congestion_map.png
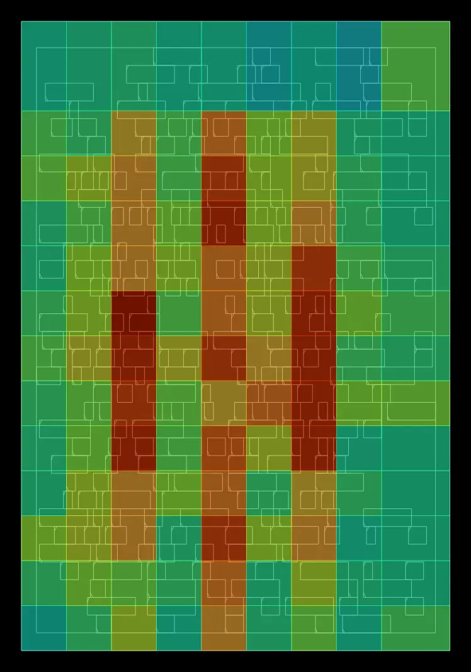
m4.png
The bar under the picture is 20 um long.
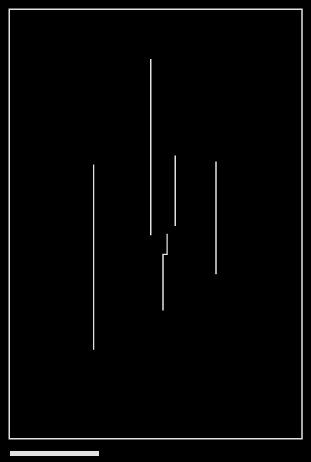
m1.png
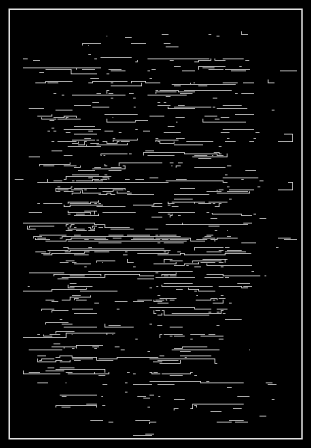
m2.png
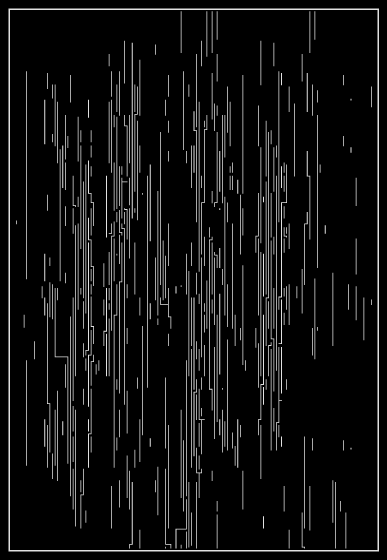
m3.png
The bar under the picture is 20 um long.
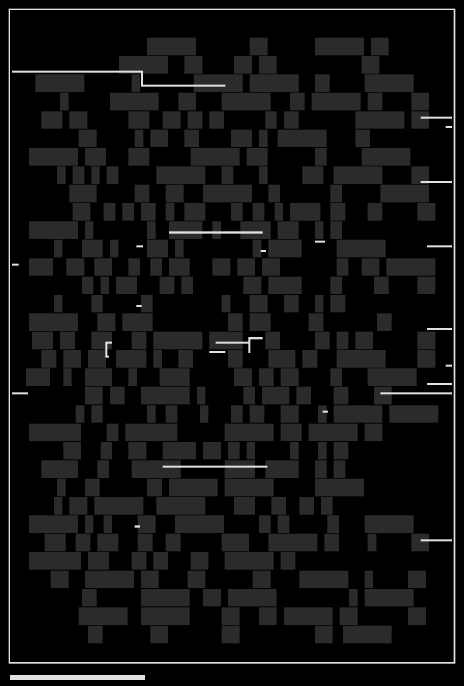
## src/rtl/vga_timing_gen.sv

```systemverilog
// ---------------------------------------------------------------------------
// vga_timing_gen
//
// Parametrised VGA raster timing generator. A prescaler divides mclk down to
// the pixel rate; horizontal and vertical counters walk the raster in the
// order active -> front porch -> sync -> back porch. Every output is
// registered from the counter values, so all outputs are mutually aligned and
// lag a counter change by exactly one mclk.
//
// Ports
//   mclk        in   system clock
//   clr         in   synchronous active-high reset (overrides en)
//   en          in   1 = timing advances, 0 = everything freezes
//   hsync       out  horizontal sync, asserted level H_SYNC_POL
//   vsync       out  vertical sync, asserted level V_SYNC_POL
//   vga_on      out  current position lies in the active area
//   pixel_x     out  active-area column (0 outside the active area)
//   pixel_y     out  active-area row    (0 outside the active area)
//   pix_tick    out  one-mclk pulse: outputs show a new pixel position
//   line_start  out  pix_tick at h = 0
//   frame_start out  pix_tick at h = 0, v = 0
// ---------------------------------------------------------------------------
module vga_timing_gen #(
  parameter int H_ACTIVE   = 640,
  parameter int H_FP       = 16,
  parameter int H_SYNC     = 96,
  parameter int H_BP       = 48,
  parameter int V_ACTIVE   = 480,
  parameter int V_FP       = 10,
  parameter int V_SYNC     = 2,
  parameter int V_BP       = 33,
  parameter int H_SYNC_POL = 0,
  parameter int V_SYNC_POL = 0,
  parameter int CLK_DIV    = 2,
  parameter int CW         = 11
) (
  input  logic          mclk,
  input  logic          clr,
  input  logic          en,
  output logic          hsync,
  output logic          vsync,
  output logic          vga_on,
  output logic [CW-1:0] pixel_x,
  output logic [CW-1:0] pixel_y,
  output logic          pix_tick,
  output logic          line_start,
  output logic          frame_start
);

  localparam int H_TOTAL = H_ACTIVE + H_FP + H_SYNC + H_BP;
  localparam int V_TOTAL = V_ACTIVE + V_FP + V_SYNC + V_BP;

  // A one-bit divider register is kept even for CLK_DIV = 1; it simply
  // stays at zero so the tick reduces to en.
  localparam int DW = (CLK_DIV > 1) ? $clog2(CLK_DIV) : 1;

  localparam logic [DW-1:0] DIV_LAST = DW'(CLK_DIV - 1);

  localparam logic [CW-1:0] H_LAST   = CW'(H_TOTAL - 1);
  localparam logic [CW-1:0] V_LAST   = CW'(V_TOTAL - 1);
  localparam logic [CW-1:0] H_ACT    = CW'(H_ACTIVE);
  localparam logic [CW-1:0] V_ACT    = CW'(V_ACTIVE);
  localparam logic [CW-1:0] HS_FIRST = CW'(H_ACTIVE + H_FP);
  localparam logic [CW-1:0] HS_LAST  = CW'(H_ACTIVE + H_FP + H_SYNC - 1);
  localparam logic [CW-1:0] VS_FIRST = CW'(V_ACTIVE + V_FP);
  localparam logic [CW-1:0] VS_LAST  = CW'(V_ACTIVE + V_FP + V_SYNC - 1);

  localparam logic HPOL = (H_SYNC_POL != 0);
  localparam logic VPOL = (V_SYNC_POL != 0);

  // Elaboration-time sanity checks on the geometry.
  if (CLK_DIV < 1) begin : g_bad_clk_div
    $error("vga_timing_gen: CLK_DIV must be >= 1");
  end
  if (H_TOTAL >= (1 << CW)) begin : g_bad_h_total
    $error("vga_timing_gen: H_TOTAL does not fit in CW bits");
  end
  if (V_TOTAL >= (1 << CW)) begin : g_bad_v_total
    $error("vga_timing_gen: V_TOTAL does not fit in CW bits");
  end

  // Counter state
  logic [DW-1:0] div_q, div_d;
  logic [CW-1:0] h_q, h_d;
  logic [CW-1:0] v_q, v_d;
  logic          tick;
  // tick_q: the counters moved on the previous edge, so the outputs loaded
  // on this edge show a new position.
  logic          tick_q;
  // pend_q: set by clr so that the first cycle after release announces
  // (0,0) as a fresh frame even if en is low.
  logic          pend_q;

  // Output registers and their next values
  logic          hsync_q, hsync_d;
  logic          vsync_q, vsync_d;
  logic          vga_on_q, vga_on_d;
  logic [CW-1:0] pixel_x_q, pixel_x_d;
  logic [CW-1:0] pixel_y_q, pixel_y_d;
  logic          pix_tick_q, pix_tick_d;
  logic          line_start_q, line_start_d;
  logic          frame_start_q, frame_start_d;

  // Prescaler and raster counters
  always_comb begin
    tick  = en && (div_q == DIV_LAST);
    div_d = div_q;
    h_d   = h_q;
    v_d   = v_q;

    if (en) begin
      div_d = tick ? '0 : div_q + DW'(1);
    end

    if (tick) begin
      if (h_q == H_LAST) begin
        h_d = '0;
        v_d = (v_q == V_LAST) ? '0 : v_q + CW'(1);
      end else begin
        h_d = h_q + CW'(1);
      end
    end
  end

  // Output decode from the current counter values
  always_comb begin
    vga_on_d      = (h_q < H_ACT) && (v_q < V_ACT);
    hsync_d       = ((h_q >= HS_FIRST) && (h_q <= HS_LAST)) ? HPOL : ~HPOL;
    vsync_d       = ((v_q >= VS_FIRST) && (v_q <= VS_LAST)) ? VPOL : ~VPOL;
    pixel_x_d     = vga_on_d ? h_q : '0;
    pixel_y_d     = vga_on_d ? v_q : '0;
    pix_tick_d    = tick_q || pend_q;
    line_start_d  = pend_q || (tick_q && (h_q == '0));
    frame_start_d = pend_q || (tick_q && (h_q == '0) && (v_q == '0));
  end

  always_ff @(posedge mclk) begin
    if (clr) begin
      div_q         <= '0;
      h_q           <= '0;
      v_q           <= '0;
      tick_q        <= 1'b0;
      pend_q        <= 1'b1;
      hsync_q       <= ~HPOL;
      vsync_q       <= ~VPOL;
      vga_on_q      <= 1'b0;
      pixel_x_q     <= '0;
      pixel_y_q     <= '0;
      pix_tick_q    <= 1'b0;
      line_start_q  <= 1'b0;
      frame_start_q <= 1'b0;
    end else begin
      div_q         <= div_d;
      h_q           <= h_d;
      v_q           <= v_d;
      tick_q        <= tick;
      pend_q        <= 1'b0;
      hsync_q       <= hsync_d;
      vsync_q       <= vsync_d;
      vga_on_q      <= vga_on_d;
      pixel_x_q     <= pixel_x_d;
      pixel_y_q     <= pixel_y_d;
      pix_tick_q    <= pix_tick_d;
      line_start_q  <= line_start_d;
      frame_start_q <= frame_start_d;
    end
  end

  assign hsync       = hsync_q;
  assign vsync       = vsync_q;
  assign vga_on      = vga_on_q;
  assign pixel_x     = pixel_x_q;
  assign pixel_y     = pixel_y_q;
  assign pix_tick    = pix_tick_q;
  assign line_start  = line_start_q;
  assign frame_start = frame_start_q;

endmodule

```

## config.mk

```make
export PLATFORM = sky130hd
export DESIGN_NAME = vga_timing_gen
export DESIGN_NICKNAME = d
export VERILOG_FILES = /design/src/rtl/vga_timing_gen.sv
export SDC_FILE = /design/constraint.sdc
export NUM_CORES = 1
export LEC_CHECK = 0
export CAP_MARGIN = 20
export CELL_PAD_IN_SITES_DETAIL_PLACEMENT = 1
export CELL_PAD_IN_SITES_GLOBAL_PLACEMENT = 1
export CORE_ASPECT_RATIO = 1.5
export CORE_MARGIN = 2
export CORE_UTILIZATION = 36
export CTS_CLUSTER_DIAMETER = 100
export DETAILED_ROUTE_END_ITERATION = 12
export PLACE_DENSITY_LB_ADDON = 0.15
export SLEW_MARGIN = 30
export SYNTH_ARGS = -nofsm -noshare
export SYNTH_HDL_FRONTEND = slang
export SYNTH_SLANG_ARGS = --single-unit
```

## constraint.sdc

```tcl
create_clock -name mclk -period 2 [get_ports mclk]
set_input_delay 0.3 -clock mclk [delete_from_list [all_inputs] [get_ports mclk]]
set_output_delay 0.3 -clock mclk [all_outputs]
set_load 0.1 [all_outputs]
```

==> summary.txt <==
Reports from this run.

- The flow ran to the end, and the final reports show no timing, DRC or antenna violations.
- The share of the cycle needed by the critical path after routing is 97.7%.
- RePlAce ended its routability-driven mode at a weighted congestion of 0.839.
- The post-synthesis adder-cell area fraction reads 2.44%.
- The report lists the number of cells resized after CTS as 1.
- The net switching fraction of the power is 25.3%.
- The sequential cells in the finished layout cover a total of 0.00106 mm^2.
- Setup repair after global routing left no endpoint under its margin.
- The layout filler cell count reads 657.
- For this run, combinational gates with multiple inputs come to 150.
- The share of synthesized registers carrying an async set or reset reads 0%.
- The fraction of synthesized cell area in xor and xnor cells reads 4.26%.
- The top achievable clock speed is 0.512 GHz.
- The total tool warning count reads 29.
- The total of hold buffers inserted after clock tree synthesis is 0.
- The buffers plus inverters on the worst setup path is 0.
- The non-clock inverter total of the final layout reads 8.
- The group drawing the most power reads sequential cells.
- The number of buffers added for setup after CTS reads 0.
- The count of different cell masters after synthesis is 41.
- The number of register bits inferred by synthesis is 53.
- The type of origin of the critical path reads a flip-flop.
- The area enclosed by the die boundary reads about 0.0063 mm^2.
- The cell count listed in synth_stat.txt reads approximately 220.
- The slowest cell on the critical path reads sky130_fd_sc_hd__or4_4.
- The setup slack of the worst register-to-register path is 0.05 ns.
- The critical path capture point type is a flip-flop.
- CTS reports a maximum clock tree buffer depth of 2.
- By instance count after routing, the leading logic cell type is sky130_fd_sc_hd__buf_4.
- The initial antenna violation count is 0.
- The number of primary I/O pins reads 31.
- The highest signal layer in the routed design is met4.
- The flow reports power dissipated in the clock network as 638 uW.
- The most critical setup path has its startpoint at h_q[6]$_SDFFE_PP0P_.
- The post-route worst hold slack is around 0.48 ns.
- The largest fanout of any net on the critical path is 10.
- The clock-pin slew on the worst setup and hold paths reads about 0.10 ns.
- The power report lists cell-internal power as 1400 uW.
- The start of the worst register-to-register path is h_q[6]$_SDFFE_PP0P_.
- The floorplan core density is 37.4%.
- The script logs the mean routed wire length per placed instance as ~15 um.
- The part of the total power dissipated in sequential elements reads between 50% and 60%.
- The path depth of the worst reg2reg path reads 4.
- The quantity of I/O buffers inserted on ports is 30.
- The main flop type reads sky130_fd_sc_hd__dfxtp_1.
- The endpoint of the most critical setup path reads v_q[10]$_SDFFE_PP0P_.
- The register area share after synthesis is 51.6%.
- The netlist area before placement is 0.00205 mm^2.
- The routed design uses 2930 um of met2 wire.
- Hold analysis lists the worst path endpoint as pix_tick$_SDFF_PP0_.
- The dominant kind of combinational cell reads simple AND/OR/NAND/NOR gates.
- The final routed DRC violation total reads 0.
- The detailed router put a total of 2010 um of wire on met1.
- The cell kind with the greatest summed area reads registers.
- The library cell appearing most often on the critical path reads sky130_fd_sc_hd__or4_4.
- The critical path data required time reads 2.25 ns.
- The peak ir drop on the vdd network is 0.319 mV.
- The root buffer cell is sky130_fd_sc_hd__clkbuf_8.
- The first global-routing pass estimated between 8000 and 9000 um of wire.
- The gate family responsible for the most delay along the worst path is simple AND/OR/NAND/NOR gates.
- The number of cells on the worst hold path is 2.
- The area of the multi-input gates is 946 um^2.
- The data arrival time of the worst path reads 2.21 ns.
- For reference, the post-synthesis area per instance comes to about 9.4 um^2.
- The global route stage reports its total congestion overflow as 0.
- After synthesis, the cell types taking the most area are sky130_fd_sc_hd__dfxtp_1, sky130_fd_sc_hd__and2_1, sky130_fd_sc_hd__xnor2_1.
- The shortest clock period the worst path allows after layout reads 1.95 ns.
- The die width reads between 60 and 70 um.
- The most numerous cell in the Yosys netlist reads sky130_fd_sc_hd__dfxtp_1.
- The count of clock tree sinks reads ~53.
- The fraction of area in multi-input gates reads between 30% and 40%.
- After the last flow step, the layout net total stands at 280.
- The number of global-route vias before repair came to roughly 1800.
- Of the total power, the clock network draws roughly a third.
- Non-clock buffering takes up 16.2% of total cell area after layout.
- Combinational power for this build is 153 uW.
- The placed wire-length estimate reads a little under 4000 um.
- For the worst min-delay path, the startpoint reported by OpenROAD is tick_q$_SDFF_PP0_.
- The leakage power of the design reads 0.00104 uW.
- By count the netlist is led by sky130_fd_sc_hd__dfxtp_1, sky130_fd_sc_hd__and2_1, sky130_fd_sc_hd__nor2_1.
- The path class of the lowest-slack min-delay path reads reg -> reg.
- Per the final layout report, the fraction of cells sized above drive strength 1 comes to 27.4%.
- Across the run, the number of max-cap violations was 0.
- Once detail routing completed, the nets flagged for antenna violations numbered 0.
- The post-route utilization of the core is recorded as 48.3%.
- The floorplan has 33 rows.
- Across the routed clock network, the largest skew measured is 0.00682 ns.
- The share of final layout cell area taken by clock buffers and inverters reads around 3.6%.
- The sequential power reads 1080 uW.
- The total count of hold-check failures in the final report is 0.
- The share of cell area taken by flip-flops and latches is 40.1%.
- The clock buffer count from CTS is 5.
- The synthesis warning total reads 0.
- The wire length on met3 reads 116 um.
- The net load switching power is 473 uW.
- The clock latency reported for the late side of the worst-skew pair reads roughly 0.31 ns.
- The area share of the largest cell type after synthesis reads 51.6%.
- The count of non-CTS buffers in the layout is 55.
- The cell accounting for the most synthesized area is sky130_fd_sc_hd__dfxtp_1.
- The CTS tree reads yes.
- Per the synthesis report, the simple-gate share of the synthesized area is 28.1%.
- The logic depth of the worst path, buffers included is 4.
- The placeable core region is 0.00549 mm^2.
- Counting the clock-network buffers in the layout gives 6.
- The end of the worst register-to-register path reads v_q[10]$_SDFFE_PP0P_.
- The critical path goes through or3_4, or4_4, or4_4, a21oi_2.
- The area recorded from the Yosys report for this design is 0.00205 mm^2.
- In the layout the commonest cells are sky130_fd_sc_hd__buf_4, sky130_fd_sc_hd__dfxtp_1, sky130_fd_sc_hd__and2_1.
- The final max-slew violation count recorded for this run is 0.
- The largest incremental delay on the critical path reads between 0.6 and 0.7 ns.
- The final setup violation count is 0.
- The proportion of synthesized area in mux cells reads 0%.
- The type of the worst setup path reads reg -> reg.
- The maximum number of pins on one net before global-route repair reads 17.
- The post-synthesis share of cell area spent on and-or and or-and gates is 9.32%.
- The number of enable flip-flop cells is 0.
- The floorplan die height is 96.5 um.
- The number of well-tap cells placed reads 70.
- The via density per instance is 5.14.
- Synthesis handed over a netlist of 218 instances.
- The layout-stage area growth over the synthesis result is 29.2%.
- The first detailed-routing pass ran for 4 iterations.
- The logic gate share of total power reads under 10%.
- The antenna diode count reads 0.
- The total number of sequential cells is 53.
- The DRC violation total after the first TritonRoute iteration reads 34.
- The number of H-tree levels is 2.
About congestion_map.png:
most utilized layer in the global route result: met2
GR met1 Demand/Resource: 18.1%
grt met2 use: 34.4%
Global Route Usage Sum: 17.9%

About m4.png:
- longest straight run: 41.5 um
- nets with wire on the layer: 4
- share of all routed wire: 2.7%
- wire length on this layer: 140 um
- main direction: vertical
vias post-DR: 1768
total length of routed wires: 5200 um

About m1.png:
- nets with wire on the layer: 251
- wire length on this layer: 2010 um
- share of all routed wire: 39%
- main direction: horizontal

About m2.png:
- nets with wire on the layer: 253
- share of all routed wire: 56%

About m3.png:
- nets with wire on the layer: 16
- longest straight run: 19.1 um
- main direction: horizontal
met3 usage in global routing: 3.48%

-- worst reg2reg max path, cell delays in order (launching register included) --
cell and delay [ns]:
sky130_fd_sc_hd__dfxtp_1 0.32, sky130_fd_sc_hd__or3_4 0.41, sky130_fd_sc_hd__or4_4 0.61, sky130_fd_sc_hd__or4_4 0.44
sky130_fd_sc_hd__a21oi_2 0.11
-- stage by stage --
step / setup WS, ns / cells / power [uW] / TNS (ns) / instance area [um^2]
floorplan: -0.00824 / 220 / 1200 / -0.00824 / 2080
global placement: -0.137 / 335 / 1250 / -1.06 / 2540
detailed placement: -0.162 / 335 / 1260 / -1.52 / 2540
CTS: 0.0192 / 344 / 1890 / 0 / 2650
global route: 0.00843 / 344 / 1940 / 0 / 2660
finish: 0.0468 / 344 / 1870 / 0 / 2660
Power and IR drop assume default switching activity.
